===== src/rtl/ps2_ascii_pkg.sv =====
// Shared scancode constants, decode-state type and the set-2 to ASCII lookup
// used by the PS/2 keyboard encoder.
package ps2_ascii_pkg;

    localparam logic [7:0] SC_BREAK  = 8'hF0;
    localparam logic [7:0] SC_EXT    = 8'hE0;
    localparam logic [7:0] SC_LSHIFT = 8'h12;
    localparam logic [7:0] SC_RSHIFT = 8'h59;
    localparam logic [7:0] SC_CAPS   = 8'h58;
    localparam logic [7:0] SC_ENTER  = 8'h5A;

    typedef enum logic [1:0] {StIdle, StBrk, StExt, StExtBrk} dec_state_e;

    // Returns {valid, ascii}; valid = 0 for codes with no printable mapping.
    function automatic logic [8:0] sc2ascii(input logic [7:0] code, input logic shift,
                                            input logic caps);
        logic       letter;
        logic       digit;
        logic       other;
        logic [7:0] base;
        logic [7:0] alt;
        letter = 1'b0;
        digit  = 1'b0;
        other  = 1'b0;
        base   = 8'h00;
        alt    = 8'h00;
        case (code)
            8'h1C: begin letter = 1'b1; base = "a"; end
            8'h32: begin letter = 1'b1; base = "b"; end
            8'h21: begin letter = 1'b1; base = "c"; end
            8'h23: begin letter = 1'b1; base = "d"; end
            8'h24: begin letter = 1'b1; base = "e"; end
            8'h2B: begin letter = 1'b1; base = "f"; end
            8'h34: begin letter = 1'b1; base = "g"; end
            8'h33: begin letter = 1'b1; base = "h"; end
            8'h43: begin letter = 1'b1; base = "i"; end
            8'h3B: begin letter = 1'b1; base = "j"; end
            8'h42: begin letter = 1'b1; base = "k"; end
            8'h4B: begin letter = 1'b1; base = "l"; end
            8'h3A: begin letter = 1'b1; base = "m"; end
            8'h31: begin letter = 1'b1; base = "n"; end
            8'h44: begin letter = 1'b1; base = "o"; end
            8'h4D: begin letter = 1'b1; base = "p"; end
            8'h15: begin letter = 1'b1; base = "q"; end
            8'h2D: begin letter = 1'b1; base = "r"; end
            8'h1B: begin letter = 1'b1; base = "s"; end
            8'h2C: begin letter = 1'b1; base = "t"; end
            8'h3C: begin letter = 1'b1; base = "u"; end
            8'h2A: begin letter = 1'b1; base = "v"; end
            8'h1D: begin letter = 1'b1; base = "w"; end
            8'h22: begin letter = 1'b1; base = "x"; end
            8'h35: begin letter = 1'b1; base = "y"; end
            8'h1A: begin letter = 1'b1; base = "z"; end
            8'h16: begin digit = 1'b1; base = "1"; alt = "!"; end
            8'h1E: begin digit = 1'b1; base = "2"; alt = "@"; end
            8'h26: begin digit = 1'b1; base = "3"; alt = "#"; end
            8'h25: begin digit = 1'b1; base = "4"; alt = "$"; end
            8'h2E: begin digit = 1'b1; base = "5"; alt = "%"; end
            8'h36: begin digit = 1'b1; base = "6"; alt = "^"; end
            8'h3D: begin digit = 1'b1; base = "7"; alt = "&"; end
            8'h3E: begin digit = 1'b1; base = "8"; alt = "*"; end
            8'h46: begin digit = 1'b1; base = "9"; alt = "("; end
            8'h45: begin digit = 1'b1; base = "0"; alt = ")"; end
            8'h29: begin other = 1'b1; base = 8'h20; end
            8'h5A: begin other = 1'b1; base = 8'h0D; end
            8'h66: begin other = 1'b1; base = 8'h08; end
            default: ;
        endcase
        if (letter) return {1'b1, ((shift ^ caps) ? base - 8'h20 : base)};
        if (digit)  return {1'b1, (shift ? alt : base)};
        if (other)  return {1'b1, base};
        return 9'h000;
    endfunction

endpackage


===== src/rtl/sync_fifo.sv =====
// Single-clock show-ahead FIFO; the head entry is always visible on rd_data
// (zero when empty). A write while full is accepted only alongside a read.
module sync_fifo #(
    parameter int unsigned DEPTH = 8,
    parameter int unsigned WIDTH = 8
) (
    input  logic                     clk,
    input  logic                     rst,
    input  logic                     wr_en,
    input  logic [WIDTH-1:0]         wr_data,
    input  logic                     rd_en,
    output logic [WIDTH-1:0]         rd_data,
    output logic                     full,
    output logic                     empty,
    output logic [$clog2(DEPTH):0]   count
);

    localparam int unsigned AW = $clog2(DEPTH);

    logic [WIDTH-1:0] mem [DEPTH];
    logic [AW-1:0]    wr_ptr_q, rd_ptr_q;
    logic [AW:0]      count_q;
    logic             do_wr, do_rd;

    assign empty   = (count_q == '0);
    assign full    = (count_q == AW'(0) + (AW+1)'(DEPTH));
    assign count   = count_q;
    assign do_rd   = rd_en & ~empty;
    assign do_wr   = wr_en & (~full | do_rd);
    assign rd_data = empty ? '0 : mem[rd_ptr_q];

    always_ff @(posedge clk) begin
        if (rst) begin
            wr_ptr_q <= '0;
            rd_ptr_q <= '0;
            count_q  <= '0;
        end else begin
            if (do_wr) wr_ptr_q <= wr_ptr_q + 1'b1;
            if (do_rd) rd_ptr_q <= rd_ptr_q + 1'b1;
            case ({do_wr, do_rd})
                2'b10:   count_q <= count_q + 1'b1;
                2'b01:   count_q <= count_q - 1'b1;
                default: ;
            endcase
        end
    end

    always_ff @(posedge clk) begin
        if (do_wr) mem[wr_ptr_q] <= wr_data;
    end

endmodule


===== src/rtl/ps2_ascii_encoder.sv =====
// PS/2 set-2 scancode to ASCII translator with modifier tracking, feeding a
// character queue toward the serial transmitter's req/ack port.
module ps2_ascii_encoder
    import ps2_ascii_pkg::*;
#(
    parameter int unsigned FIFO_DEPTH = 8
) (
    input  logic                          clk,
    input  logic                          rst,
    input  logic [7:0]                    k_data,
    input  logic                          k_flag,
    output logic                          s_req,
    output logic [7:0]                    s_data,
    input  logic                          s_ack,
    output logic                          ovf,
    output logic [$clog2(FIFO_DEPTH):0]   fifo_count
);

    logic       k_flag_d;
    logic       byte_vld_q;
    logic [7:0] byte_q;
    dec_state_e state_q, state_d;
    logic       lshift_q, lshift_d, rshift_q, rshift_d, caps_q, caps_d;
    logic       push_q, push_d;
    logic [7:0] char_q, char_d;
    logic       ovf_q;
    logic       full, empty, pop;
    logic [8:0] lut;

    // Byte capture stage: one strobe per k_flag rising edge.
    always_ff @(posedge clk) begin
        if (rst) begin
            k_flag_d   <= 1'b0;
            byte_vld_q <= 1'b0;
            byte_q     <= 8'h00;
        end else begin
            k_flag_d   <= k_flag;
            byte_vld_q <= k_flag & ~k_flag_d;
            if (k_flag & ~k_flag_d) byte_q <= k_data;
        end
    end

    assign lut = sc2ascii(byte_q, lshift_q | rshift_q, caps_q);

    always_comb begin
        state_d  = state_q;
        lshift_d = lshift_q;
        rshift_d = rshift_q;
        caps_d   = caps_q;
        push_d   = 1'b0;
        char_d   = 8'h00;
        if (byte_vld_q) begin
            unique case (state_q)
                StIdle: begin
                    if (byte_q == SC_BREAK) state_d = StBrk;
                    else if (byte_q == SC_EXT) state_d = StExt;
                    else if (byte_q == SC_LSHIFT) lshift_d = 1'b1;
                    else if (byte_q == SC_RSHIFT) rshift_d = 1'b1;
                    else if (byte_q == SC_CAPS) caps_d = ~caps_q;
                    else begin
                        push_d = lut[8];
                        char_d = lut[7:0];
                    end
                end
                StBrk: begin
                    state_d = StIdle;
                    if (byte_q == SC_LSHIFT) lshift_d = 1'b0;
                    if (byte_q == SC_RSHIFT) rshift_d = 1'b0;
                end
                StExt: begin
                    if (byte_q == SC_BREAK) state_d = StExtBrk;
                    else begin
                        state_d = StIdle;
                        if (byte_q == SC_ENTER) begin
                            push_d = 1'b1;
                            char_d = 8'h0D;
                        end
                    end
                end
                StExtBrk: state_d = StIdle;
            endcase
        end
    end

    always_ff @(posedge clk) begin
        if (rst) begin
            state_q  <= StIdle;
            lshift_q <= 1'b0;
            rshift_q <= 1'b0;
            caps_q   <= 1'b0;
            push_q   <= 1'b0;
            char_q   <= 8'h00;
            ovf_q    <= 1'b0;
        end else begin
            state_q  <= state_d;
            lshift_q <= lshift_d;
            rshift_q <= rshift_d;
            caps_q   <= caps_d;
            push_q   <= push_d;
            char_q   <= char_d;
            if (push_q & full & ~pop) ovf_q <= 1'b1;
        end
    end

    assign s_req = ~empty;
    assign pop   = s_req & s_ack;
    assign ovf   = ovf_q;

    sync_fifo #(
        .DEPTH (FIFO_DEPTH),
        .WIDTH (8)
    ) u_fifo (
        .clk     (clk),
        .rst     (rst),
        .wr_en   (push_q),
        .wr_data (char_q),
        .rd_en   (s_ack),
        .rd_data (s_data),
        .full    (full),
        .empty   (empty),
        .count   (fifo_count)
    );

endmodule


===== config.mk =====
export PLATFORM = sky130hd
export DESIGN_NAME = ps2_ascii_encoder
export DESIGN_NICKNAME = d
export VERILOG_FILES = /design/src/rtl/ps2_ascii_pkg.sv /design/src/rtl/sync_fifo.sv /design/src/rtl/ps2_ascii_encoder.sv
export SDC_FILE = /design/constraint.sdc
export NUM_CORES = 1
export LEC_CHECK = 0
export CAP_MARGIN = 40
export CORE_ASPECT_RATIO = 1.75
export CORE_MARGIN = 3
export CORE_UTILIZATION = 55
export CTS_BUF_LIST = sky130_fd_sc_hd__clkbuf_2
export DETAILED_ROUTE_END_ITERATION = 7
export PLACE_DENSITY = 0.77
export SLEW_MARGIN = 20
export SYNTH_ARGS = -nofsm -noshare
export SYNTH_HDL_FRONTEND = slang
export SYNTH_SLANG_ARGS = --single-unit

===== constraint.sdc =====
create_clock -name clk -period 2.5 [get_ports clk]
set_input_delay 0.25 -clock clk [delete_from_list [all_inputs] [get_ports clk]]
set_output_delay 0.25 -clock clk [all_outputs]
set_load 0.1 [all_outputs]

Run 1, signal wires on met1:
Cells faint in the background.
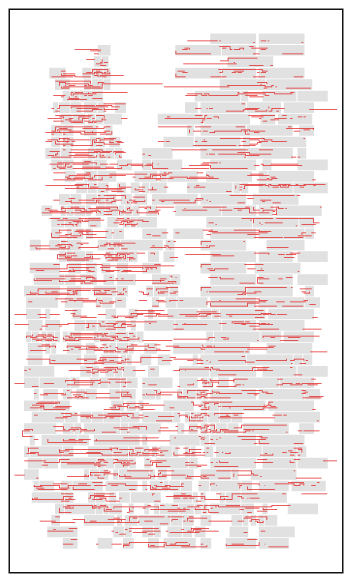
476 nets have wire on it. The layer holds 35% of the routed length. The longest straight run is 18.4 um.
global-route met1 utilization: 0.2316
Final Routed Wirelength: 11360 um

Run 1, M2 wires:
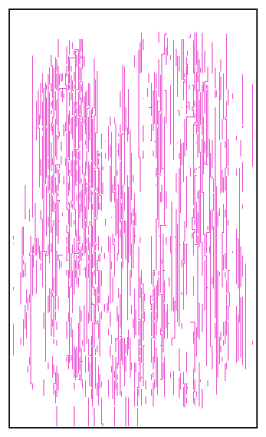
The layer holds 58% of the routed length. The wires run mostly vertical.
global-route met2 utilization: 0.4191
via count: 3556

==> deck_impl_summary.md, run 1 <==
Flow Results at a Glance

Outcome
  • Result of the run: finished clean

Die
  • Chip area: roughly 10000 um2
  • Die Y: 133.3 um
  • Core Footprint: between 8000 and 9000 um2
  • Horizontal extent of the die: a little under 80 um
  • Initial Util: 0.5762

Power
  • Sw Pwr: 0.7355 mW
  • Static Leak: between 2 and 2.5 nW
  • Internal power: 2.170 mW
  • Comb pwr share: 0.104

Global routing
  • Vias in the first global route: 3617
  • Largest net degree at the start of global routing: 21
  • Total routing usage reported by global routing: 0.2264
  • GR Overflow Total: 0

Drt
  • Routed len/inst: approximately 19 um
  • Detailed Route Iter0 Violations: between 150 and 200
  • Remaining routing DRC violations: 0

Clocking
  • Clock transition at the registers of the reported paths: roughly 280 ps
  • Clk root buf: clkbuf_2
  • Hold_buf cts: 0
  • Clock H-tree levels: 3
  • Number of buffers between clock root and the deepest sink: 2

Synth
  • Most numerous cell in the Yosys netlist: edfxtp_1
  • Count of library flops with an enable pin: 64
  • Ys cells: between 400 and 500
  • Number of synthesis warnings: 0
  • Dominant comb cell: simple AND/OR/NAND/NOR gates
  • Sequential area share after synthesis: 0.5267
  • Dominant register cell: edfxtp_1
  • Post-synthesis chip area from yosys: 5094 um2
  • Fraction of the mapped netlist area in adder cells: 0.01867
  • Cell area after technology mapping: 5094 um2

Timing
  • Tmin final: ~2400 ps
  • Tcrit/Tclk final: 0.9549
  • Slew headroom: 0.6282
  • Count of pins over their slew limit: 0

Worst setup path
  • Path type of the worst setup path: register to output port
  • Crit start category: register
  • Crit path capture type: output port
  • Crit Path Max Fanout: 8

Placement
  • Final weighted congestion in routability-driven placement: approximately 0.93
  • Placed Area: approximately 5900 um2
  • Half-perimeter wire length of the detailed placement result: around 8500 um

Finish
  • Filler cells: about 640
  • Final standard cell area without fillers: about 6100 um2
  • Net count of the finished layout: between 500 and 600

Job
  • Count of tool warnings: 28
Run 1, met3 routing:
Cells faint in the background.
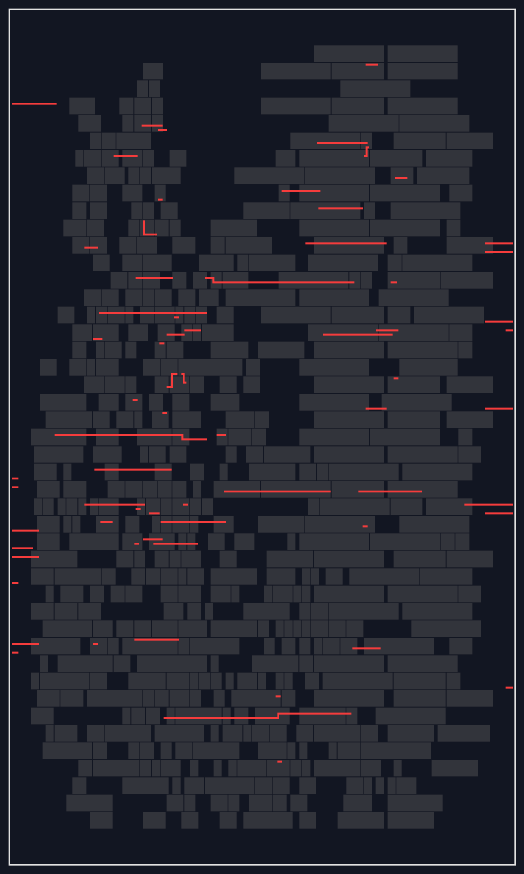
The layer carries 317 um of wire. The longest straight run is 21.9 um.
M3 GR Usage: 0.04330

run 1: final cells by class:
class | instances | area [um2] | share of cell area
Clock buffer | 10 | 50.05 | 0.008234
Sequential cell | 102 | 2701 | 0.4444
Inverter | 8 | 30.03 | 0.004940
Clock inverter | 6 | 68.82 | 0.01132
Antenna cell | 1 | 2.502 | 0.0004117
Timing Repair Buffer | 84 | 813.3 | 0.1338
Multi-Input combinational cell | 278 | 2266 | 0.3728
Tap cell | 117 | 146.4 | 0.02408
run 1: timing repair:
action,CTS,global route
resized,2,16
endpoints found under the setup margin,8,15
setup buffers,0,1
gates cloned,0,1
run 1: path summary, 6_finish.rpt:
check	end	from	cells after the start	slack (ps)
setup reg to reg	u_fifo.count[3]	u_fifo.count[0]	10	140
hold / removal	k_flag_d	k_flag	2	230
hold reg to reg	byte_vld_q	k_flag_d	1	440
setup / recovery	s_data[3]	register	5	110
run 1: power by group through the flow:
stage	clock [mW]	sequential, mW	combinational (mW)
final	0.793	1.81	0.304
after global routing	0.868	1.81	0.328
after CTS	0.811	1.81	0.298
after detailed placement	0	1.84	0.297
after global placement	0	1.84	0.295
after floorplan	0	1.83	0.201
run 1: cell families after synthesis:
logic type | Yosys count
xor gates and xnor gates | 12
muxes | 35
buffers and inverters | 36
DFF | 102
AOI/OAI and AO/OA | 64
and+or+nand+nor | 160
adders and majority gates | 7
run 1: cell usage in the layout, fill, tap and decap left out, types with 8 or more instances in the layout:
master	count
a21oi_1	20
buf_12	11
buf_4	61
clkbuf_2	10
clkdlybuf4s50_1	11
dfxtp_1	27
dfxtp_2	9
edfxtp_1	64
mux2i_1	17
mux4_2	16
nand2_1	15
nand2b_1	11
nand3_1	13
nor2_1	42
nor2_2	9
nor2b_1	13
o211ai_1	8
o21ai_0	8
run 1: sequential cells by signal, summed over array words and instances (netlist names), 2 cells and up, named ones only:
name             flops
u_fifo.wr_ptr_q      3
u_fifo.rd_ptr_q      3
byte_q               8
u_fifo.count         4
char_q               8
u_fifo.mem          64
state_q              2
run 1: through the flow:
step	util	TNS [ps]	std cells	power, mW	worst slack (ps)
final	0.6876	0	606	2.906	112.9
after global placement	0.6645	0	587	2.138	58.71
after CTS	0.6788	0	603	2.919	5.272
after global routing	0.6876	-57.03	606	3.010	-19.15
after detailed placement	0.6645	0	587	2.141	8.456
after floorplan	-	-308.5	416	2.028	-308.5
run 1: critical path: stages, from the launching register on:
cell and delay, ps:
dfxtp_4 450, clkbuf_16 180, mux4_2 510, mux2i_1 190
nor2_2 70, buf_12 170
run 1: metal layers:
layer	part of all wire	wire length, um	GRT usage
met4	0.041	466	0.1265
met5	0	0	0
met3	0.028	316	0.04330
met2	0.58	6637	0.4191
met1	0.35	3939	0.2316
==> run 2: changes to the inputs <==
--- a/config.mk
+++ b/config.mk
@@ -5,13 +5,15 @@
 export SDC_FILE = /design/constraint.sdc
 export NUM_CORES = 1
 export LEC_CHECK = 0
+export ABC_AREA = 1
 export CAP_MARGIN = 40
 export CORE_ASPECT_RATIO = 1.75
 export CORE_MARGIN = 3
 export CORE_UTILIZATION = 55
 export CTS_BUF_LIST = sky130_fd_sc_hd__clkbuf_2
 export DETAILED_ROUTE_END_ITERATION = 7
-export PLACE_DENSITY = 0.77
+export HOLD_SLACK_MARGIN = 0.05
+export PLACE_DENSITY = 0.74
 export SLEW_MARGIN = 20
 export SYNTH_ARGS = -nofsm -noshare
 export SYNTH_HDL_FRONTEND = slang
==> constraint.sdc (replaced) <==
create_clock -name clk -period 2.8 [get_ports clk]
set_input_delay 0.28 -clock clk [delete_from_list [all_inputs] [get_ports clk]]
set_output_delay 0.28 -clock clk [all_outputs]
set_load 0.1 [all_outputs]
Run 2, signal wires on met4:
Bar = 20 um. Cells faint in the background.
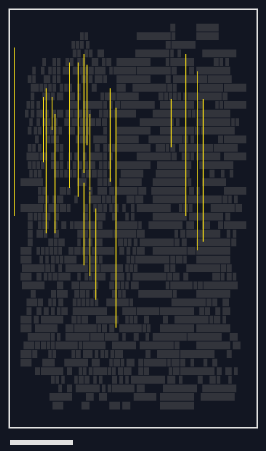
The wires run mostly vertical. The longest straight run is 69.4 um.
via count: 4198
Final Routed Wirelength: 11910 um

Run 2, signal wires on met1:
Cells faint in the background.
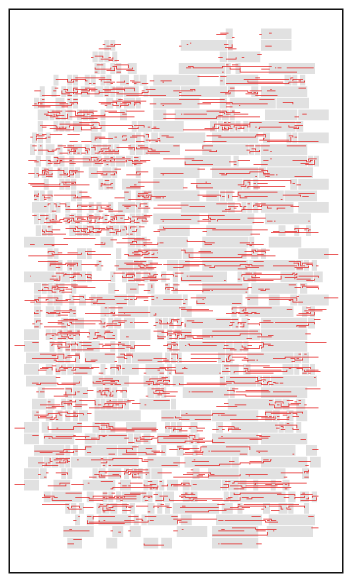
The longest straight run is 17.0 um. 609 nets have wire on it.
global-route met1 utilization: 0.2222

Run 2, routing congestion:
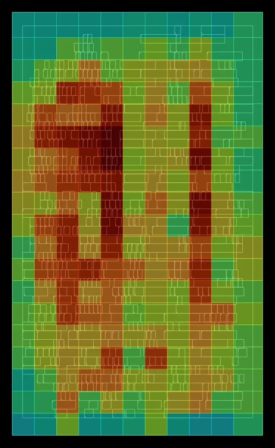
global-route met2 utilization: 0.4823
routed len/inst: 15.71 um
total routing usage reported by global routing: 0.2449
core utilization of the finished layout: 0.6573
GRT busiest layer: met2

==> deck_impl_summary.md, run 2 <==
Flow Results at a Glance

Clocking
  • TritonCTS buffer count: 9 (unchanged)
  • Clock transition at the registers of the reported paths: 300 ps (was 280 ps)
  • Clock H-tree levels: 3 (unchanged)
  • Clk root buf: clkbuf_2 (unchanged)
  • Number of buffers between clock root and the deepest sink: 2 (unchanged)
  • Sink Count: 102 (unchanged)

Global routing
  • Vias in the first global route: 4246 (was 3617)
  • Wire length of the first global-routing pass: 19610 um (was 18240 um)
  • GR Overflow Total: 0 (unchanged)
  • Largest net degree at the start of global routing: 33 (was 21)

Worst setup path
  • Crit path max-delay cell type: dfxtp_1 (was mux4_2)
  • Crit start category: register (unchanged)
  • Path type of the worst setup path: register to output port (unchanged)
  • Crit Path Max Fanout: 16 (was 8)
  • Crit path capture type: output port (unchanged)
  • Worst EP required: 2520 ps (was 2250 ps)
  • Cells traversed along the worst timing path: inv_1, o21ai_0, o22ai_1, o21ai_0, a31oi_4, buf_12 (was clkbuf_16, mux4_2, mux2i_1, nor2_2, buf_12)
  • Most frequent cell on the critical path: o21ai_0
  • CP peak stage delay: 410 ps (was 510 ps)

Synth
  • Number of distinct standard cells referenced by the synthesized netlist: 38 (was 71)
  • Cell area after technology mapping: 4995 um2 (was 5094 um2)
  • Top cells by count: 126 x nor2_1, 123 x nand2_1, 64 x edfxtp_1, 57 x o21ai_0, 45 x inv_1 (was 64 x edfxtp_1, 50 x nor2_1, 38 x dfxtp_1, 21 x a21oi_1, 18 x mux2i_1)
  • Sequential area share after synthesis: 0.5371 (was 0.5267)
  • Synthesized instance count: 596 (was 416)
  • Post-synthesis chip area from yosys: 4995 um2 (was 5094 um2)
  • Count of library flops with an enable pin: 64 (unchanged)
  • Number of synthesis warnings: 0 (unchanged)
  • Syn nets: 615 (was 435)
  • Fraction of post-synthesis cell area in the top cell type by area: 0.3848 (was 0.3773)
  • Ys cells: 596 (was 416)
  • Dominant register cell: edfxtp_1 (unchanged)
  • Most numerous cell in the Yosys netlist: nor2_1 (was edfxtp_1)

Placement
  • Final weighted congestion in routability-driven placement: 0.9474 (was 0.9307)
  • Buffers added on ports: 25 (unchanged)
  • Half-perimeter wire length of the detailed placement result: 9151 um (was 8479 um)
  • Dpl cells: 740 (was 587)

Finish
  • Regs by FF count: u_fifo.mem: 64 flops, byte_q: 8 flops, char_q: 8 flops (unchanged)
  • Filler cells: 759 (was 636)
  • Number of standard cells in the layout, taps in and fillers out: 758 (was 606)
  • Net count of the finished layout: 654 (was 502)
  • Area used by multi-input combinational logic: 2166 um2 (was 2266 um2)
  • Largest reg by FF count: u_fifo.mem (unchanged)
  • Flip-flop count of the largest register, all copies and words added: 64 (unchanged)
  • Share of cells above drive strength 1: 0.1563 (was 0.3176)
  • Register cell area after layout: 2688 um2 (was 2701 um2)
  • Commonest cells after routing, fill and taps aside: 126 x nor2_1, 123 x nand2_1, 64 x edfxtp_1 (was 64 x edfxtp_1, 61 x buf_4, 42 x nor2_1)
  • Most frequent logic cell in the layout: nor2_1 (was edfxtp_1)

Drt
  • Via count normalized by instance count: 5.538 (was 5.868)
  • Antenna Nets Post-Route: 0 (unchanged)
  • Detailed Route Iter0 Violations: 268 (was 180)
  • Remaining routing DRC violations: 0 (unchanged)

Timing
  • Layout Skew: 62.83 ps (was 38.76 ps)
  • Tcrit/Tclk final: 0.9479
  • RSZ-0062 raised after global routing: true (unchanged)
  • Tmin final: 2654 ps
  • Max Clock Freq: between 300 and 400 MHz
  • Count of pins over their slew limit: 0 (unchanged)
  • Slew headroom: 0.5023 (was 0.6282)

Die
  • Die Y: 132.1 um (was 133.3 um)
  • Core Footprint: 8783 um2 (was 8840 um2)
  • Chip area: 10310 um2 (was 10500 um2)
  • Initial Util: 0.5687 (was 0.5762)
  • # IOs: 26 (unchanged)
  • Horizontal extent of the die: 78.04 um (was 78.75 um)

Power
  • Static Leak: 2.468 nW (was 2.131 nW)

Job
  • Count of tool warnings: 27 (was 28)

Outcome
  • Result of the run: finished clean (unchanged)

Worst hold path
  • Worst hold path type: input port to register (unchanged)
[run 2: final cells by class]
class	count	share of cell area
sequential	102	0.4655
timing repair buffer	42	0.07672
antenna	1	0.0004335
clock inverter	7	0.01387
tap	117	0.02536
inverter	53	0.03511
multi-input combinational	427	0.3752
clock buffer	9	0.007802
[run 2: cells by family after synthesis]
kind of cell,Yosys count,synth area share
DFF,102,0.5371
and+or+nand+nor,308,0.2680
adders and majority gates,7,0.01904
AOI/OAI and AO/OA,110,0.1190
buffers and inverters,67,0.05336
xor gates and xnor gates,2,0.003508
[run 2: repair_timing]
item | in CTS | in global routing
buffers inserted | 0 | 0
endpoints found under the setup margin | 0 | 6
hold buffers | 0 | 0
gates resized | 0 | 0
endpoints found under the hold margin | 0 | 0
[run 2: critical path, delay by kind of cell (launching register included)]
kind | cells | cell delay, ps
DFF | 1 | 410
buffers and inverters | 2 | 560
AOI/OAI and AO/OA | 4 | 810
[run 2: where the power goes]
group / switching [mW] / internal (mW)
clock: 0.498 / 0.222
combinational: 1.56 / 0.722
sequential: 0.0579 / 1.65
[run 2: worst paths after layout]
path         depth (start not counted)  slack (ps)        end      start
max reg2reg                         14         400  char_q[6]  byte_q[7]
min                                  3         200   k_flag_d     k_flag
max                                  6         150  s_data[2]   register
min reg2reg                          2         470        ovf        ovf
[run 2: routing by layer]
layer | GRT usage | routed length, um
met5 | 0 | 0
met4 | 0.1508 | 681
met3 | 0.03830 | 344
met2 | 0.4823 | 6785
met1 | 0.2222 | 4098
[run 2: metrics by stage]
step / util / area [um2] / setup TNS [ps] / setup WS, ps / power, mW
3_3_place_gp: 0.6419 / 5638 / 0 / 289.3 / 3.978
2_1_floorplan: - / 5124 / 0 / 241.7 / 3.293
5_1_grt: 0.6573 / 5773 / -200.4 / -44.96 / 4.922
3_5_place_dp: 0.6419 / 5638 / 0 / 169.8 / 4.023
6_report: 0.6573 / 5773 / 0 / 145.9 / 4.704
4_1_cts: 0.6561 / 5763 / 0 / 94.34 / 4.731
Power is estimated from default activity; no workload was simulated.
